[config.mk]
export PLATFORM = sky130hd
export DESIGN_NAME = sha256_msg_feeder
export DESIGN_NICKNAME = d
export VERILOG_FILES = /design/src/rtl/sha256_msg_feeder.sv
export SDC_FILE = /design/constraint.sdc
export NUM_CORES = 2
export LEC_CHECK = 0
export CORE_AREA = 8 8 505 507
export DETAILED_ROUTE_END_ITERATION = 12
export DIE_AREA = 0 0 513 515
export HOLD_SLACK_MARGIN = 0.1
export PLACE_DENSITY = 0.49
export RECOVER_POWER = 50
export SLEW_MARGIN = 5
export SYNTH_ARGS = -nofsm -noshare
export SYNTH_HDL_FRONTEND = slang
export SYNTH_SLANG_ARGS = --single-unit
[constraint.sdc]
create_clock -name clk -period 51.3 [get_ports clk]
set_input_delay 7.695 -clock clk [delete_from_list [all_inputs] [get_ports clk]]
set_output_delay 7.695 -clock clk [all_outputs]
set_load 0.01 [all_outputs]
[src/rtl/sha256_msg_feeder.sv]
// SHA-256 message feeder: pads a byte stream into 512-bit blocks, drives the
// compression core through a start/done handshake and chains its results.
module sha256_msg_feeder #(
    parameter int          LEN_W = 32,
    parameter logic [255:0] IV   = 256'h6A09E667_BB67AE85_3C6EF372_A54FF53A_510E527F_9B05688C_1F83D9AB_5BE0CD19
) (
    input  logic         clk,
    input  logic         reset,
    input  logic         msg_valid,
    input  logic [7:0]   msg_data,
    input  logic         msg_last,
    output logic         msg_ready,
    output logic [511:0] blk_w,
    output logic         start_out,
    input  logic         done_in,
    input  logic [255:0] result_in,
    output logic [255:0] chain_out,
    output logic [255:0] digest,
    output logic         digest_valid
);

    typedef enum logic [2:0] {IDLE, FILL, PAD, LEN, ISSUE, RELEASE, OUT} state_t;

    state_t             state_q, state_d;
    state_t             nxt_q, nxt_d;
    logic [5:0]         pos_q, pos_d;
    logic [LEN_W-1:0]   nbytes_q, nbytes_d;
    logic               pad80_q, pad80_d;
    logic [511:0]       blk_q, blk_d;
    logic [255:0]       chain_q, chain_d;
    logic [255:0]       digest_q, digest_d;
    logic               digest_valid_q, digest_valid_d;
    logic               msg_ready_q, msg_ready_d;
    logic               start_q, start_d;

    logic               accept;
    logic               wr_en;
    logic [7:0]         wr_byte;
    logic               blk_clr;
    logic [511:0]       blk_base;
    logic [63:0]        len_bits;
    logic [63:0]        len_shift;

    assign accept    = msg_valid & msg_ready_q;
    assign len_bits  = 64'({nbytes_q, 3'b000});
    // Length bytes 56..63 map to big-endian bytes 7..0 of len_bits.
    assign len_shift = len_bits >> {~pos_q[2:0], 3'b000};
    assign blk_base  = blk_clr ? 512'd0 : blk_q;

    // One write lane per byte position; only the addressed lane changes.
    generate
        for (genvar gi = 0; gi < 64; gi++) begin : g_lane
            assign blk_d[511 - 8*gi -: 8] = (wr_en && (pos_q == 6'(gi))) ? wr_byte
                                                                        : blk_base[511 - 8*gi -: 8];
        end
    endgenerate

    always_comb begin
        state_d        = state_q;
        nxt_d          = nxt_q;
        pos_d          = pos_q;
        nbytes_d       = nbytes_q;
        pad80_d        = pad80_q;
        chain_d        = chain_q;
        digest_d       = digest_q;
        digest_valid_d = digest_valid_q;
        wr_en          = 1'b0;
        wr_byte        = msg_data;
        blk_clr        = 1'b0;

        case (state_q)
            IDLE, FILL: begin
                if (accept) begin
                    wr_en = 1'b1;
                    pos_d = pos_q + 6'd1;
                    if (state_q == IDLE) begin
                        digest_valid_d = 1'b0;
                        chain_d        = IV;
                        blk_clr        = 1'b1;
                        nbytes_d       = LEN_W'(1);
                    end else begin
                        nbytes_d = nbytes_q + LEN_W'(1);
                    end
                    if (pos_q == 6'd63) begin
                        state_d = ISSUE;
                        nxt_d   = msg_last ? PAD : FILL;
                        pad80_d = msg_last;
                    end else if (msg_last) begin
                        state_d = PAD;
                        pad80_d = 1'b1;
                    end else begin
                        state_d = FILL;
                    end
                end
            end
            PAD: begin
                if (pos_q == 6'd56 && !pad80_q) begin
                    state_d = LEN;
                end else begin
                    wr_en   = 1'b1;
                    wr_byte = pad80_q ? 8'h80 : 8'h00;
                    pad80_d = 1'b0;
                    pos_d   = pos_q + 6'd1;
                    if (pos_q == 6'd63) begin
                        state_d = ISSUE;
                        nxt_d   = PAD;
                    end
                end
            end
            LEN: begin
                wr_en   = 1'b1;
                wr_byte = len_shift[7:0];
                pos_d   = pos_q + 6'd1;
                if (pos_q == 6'd63) begin
                    state_d = ISSUE;
                    nxt_d   = OUT;
                end
            end
            ISSUE: begin
                if (done_in) begin
                    chain_d = result_in;
                    state_d = RELEASE;
                end
            end
            RELEASE: begin
                // The core must drop done before the next block may start.
                if (!done_in) begin
                    pos_d   = 6'd0;
                    blk_clr = 1'b1;
                    state_d = nxt_q;
                end
            end
            OUT: begin
                digest_d       = chain_q;
                digest_valid_d = 1'b1;
                state_d        = IDLE;
            end
            default: state_d = IDLE;
        endcase

        msg_ready_d = (state_d == IDLE) || (state_d == FILL);
        start_d     = (state_d == ISSUE);
    end

    always_ff @(posedge clk or posedge reset) begin
        if (reset) begin
            state_q        <= IDLE;
            nxt_q          <= IDLE;
            pos_q          <= 6'd0;
            nbytes_q       <= '0;
            pad80_q        <= 1'b0;
            blk_q          <= 512'd0;
            chain_q        <= IV;
            digest_q       <= 256'd0;
            digest_valid_q <= 1'b0;
            msg_ready_q    <= 1'b0;
            start_q        <= 1'b0;
        end else begin
            state_q        <= state_d;
            nxt_q          <= nxt_d;
            pos_q          <= pos_d;
            nbytes_q       <= nbytes_d;
            pad80_q        <= pad80_d;
            blk_q          <= blk_d;
            chain_q        <= chain_d;
            digest_q       <= digest_d;
            digest_valid_q <= digest_valid_d;
            msg_ready_q    <= msg_ready_d;
            start_q        <= start_d;
        end
    end

    assign msg_ready    = msg_ready_q;
    assign blk_w        = blk_q;
    assign start_out    = start_q;
    assign chain_out    = chain_q;
    assign digest       = digest_q;
    assign digest_valid = digest_valid_q;

endmodule

Cell placement:
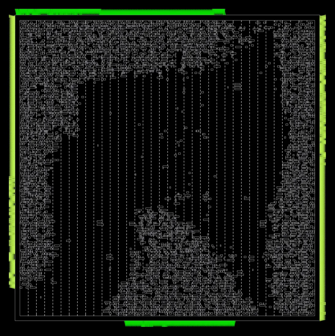
seq_cells: 1072
filler cell count: 26057

Signal wires by layer:
Scale bar: 200 um.
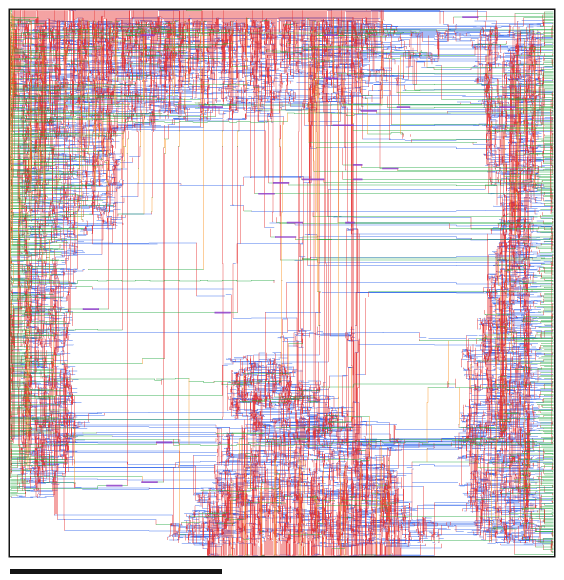
- metal 1: blue (wire length 85.5 mm)
- metal 3: green (wire length 27.8 mm)
- metal 2: red (wire length 103 mm)
- metal 4: orange (wire length 9590 um)
- metal 5: purple (wire length 310 um)
gr usage total: 0.1633
average detailed-routed wire length per instance: 27.83 um
overall via count from detail_route: 34814
Total Wirelength: 226300 um

==> qor.log <==
[outcome] result of the run finished, violations left
[outcome] violations in the final reports max-capacitance violations, max-slew violations
[power] Comb power frac 0.022
[final_timing] final worst clock skew 0.07108 ns
[floorplan] y dimension of the die 515 um
[placed_design] PortBufs 1295
[setup_path] largest stage delay on the critical path 2.74 ns
[final_timing] setup repair after global routing missed its margin false
[logic_synthesis] aoi/oai-family share of the synthesized area 0.1132
[setup_path] WP data arrival 17.52 ns
[route] amount of wire on met3 after detailed routing 27820 um
[logic_synthesis] chip area estimate from yosys synthesis 42300 sq um
[clock_tree] Post-CTS Repair Setup Buffers 0
[min_path] Worst Hold Endpoint chain_out[55]
[route] amount of wire on met2 after detailed routing 103000 um
[final_timing] post-route minimum period 16.72 ns
[final_timing] final number of max-transition violations 694
[logic_synthesis] area fraction in mux cells 0.08318
[global_routing] met3 layer usage reported by global route 0.08845
[logic_synthesis] Top logic family simple AND/OR/NAND/NOR gates
[clock_tree] CTS Hold Bufs 0
[setup_path] critical-path cell with the highest stage delay clkinvlp_2
[logic_synthesis] Post-synth seq share 0.6382
[logic_synthesis] cell type with the largest total area after synthesis dfrtp_1
[logic_synthesis] Most common reg cell dfrtp_1
[finish] Multi-In Gates 2177
[finish] Non-clock buffers 1356
[clock_tree] number of buffers on the longest clock path 3
[route] vias per std cell 4.281
[logic_synthesis] warning count from the yosys run 0
[logic_synthesis] Avg Synthesized Cell Area 11.98 sq um
[final_timing] Worst slew margin -5.588
[power] static leakage 0.03068 uW
[finish] flip-flop and latch area 27000 sq um
[floorplan] floorplan-stage core utilization 0.1712
[floorplan] full die area 264200 sq um
[power] internal power 1421 uW
[setup_path] required time of the worst setup path 52.09 ns
[final_timing] highest clock frequency the design can meet 59.79 MHz
[logic_synthesis] Post-Synth XOR/XNOR Area 0.001035
[placed_design] Routability Congestion 0.8474
[logic_synthesis] cells after synthesis 3530
[finish] non-clock inverter instance count of the final layout 9
[placed_design] Cell Count Post-Placement 7851
[placed_design] placed cell area 58760 sq um
[power] relative contribution of the clock network to total power 0.520
[global_routing] largest net degree at the start of global routing 153
[placed_design] worst slack at placement 37.67 ns
[floorplan] area of the core 247100 sq um
[finish] most frequently placed logic cell in the final layout dlygate4sd3_1
[clock_tree] clk_lat worst skew 0.79 ns
[power] PD cells 29.28 nW/um^2
[final_timing] Final Hold Vio Count 0
[setup_path] capture point of the worst reg-to-reg path digest[51]
[power] Main power group the clock network
[power] Seq pwr share 0.457
[setup_path] Crit Path Category in -> async
[setup_path] reg-to-reg critical path startpoint state_q[0]
[floorplan] Row Count 183
[min_path] min-delay worst type reg -> reg
[clock_tree] htree depth 4
[logic_synthesis] share of async-settable or async-resettable flops after synthesis 1.000
[setup_path] family of cells with the greatest summed delay on the critical path buffers and inverters
[logic_synthesis] biggest area cells dfrtp_1 55%, dfstp_2 8.4%, mux2_2 6.9%, nand2_1 5.2%, nand3_1 4.4%
[finish] total inserted antenna cells 42
[power] sw power 430.0 uW
[finish] cell type taking the most area registers
[setup_path] Worst path most repeated cell buf_4
[logic_synthesis] yosys cell count 3530
[power] peak supply drop 0.02290 mV
[finish] total number of nets in the final design 5022
[setup_path] Levels on crit path 8
[global_routing] routing layer with the top usage in global route met2
[power] clock distribution power 963 uW
[power] reported combinational group power 41.3 uW
[logic_synthesis] most frequent cells after synthesis 936 x dfrtp_1, 581 x nand2_1, 373 x nand3_1
[clock_tree] CTS-repair resized insts 0
[logic_synthesis] flip-flops with a built-in enable 0
[route] Initial DRC Count 2751
[run] max-cap viol count 15
Power figures rest on the tool's default switching activity, not on a simulated workload.
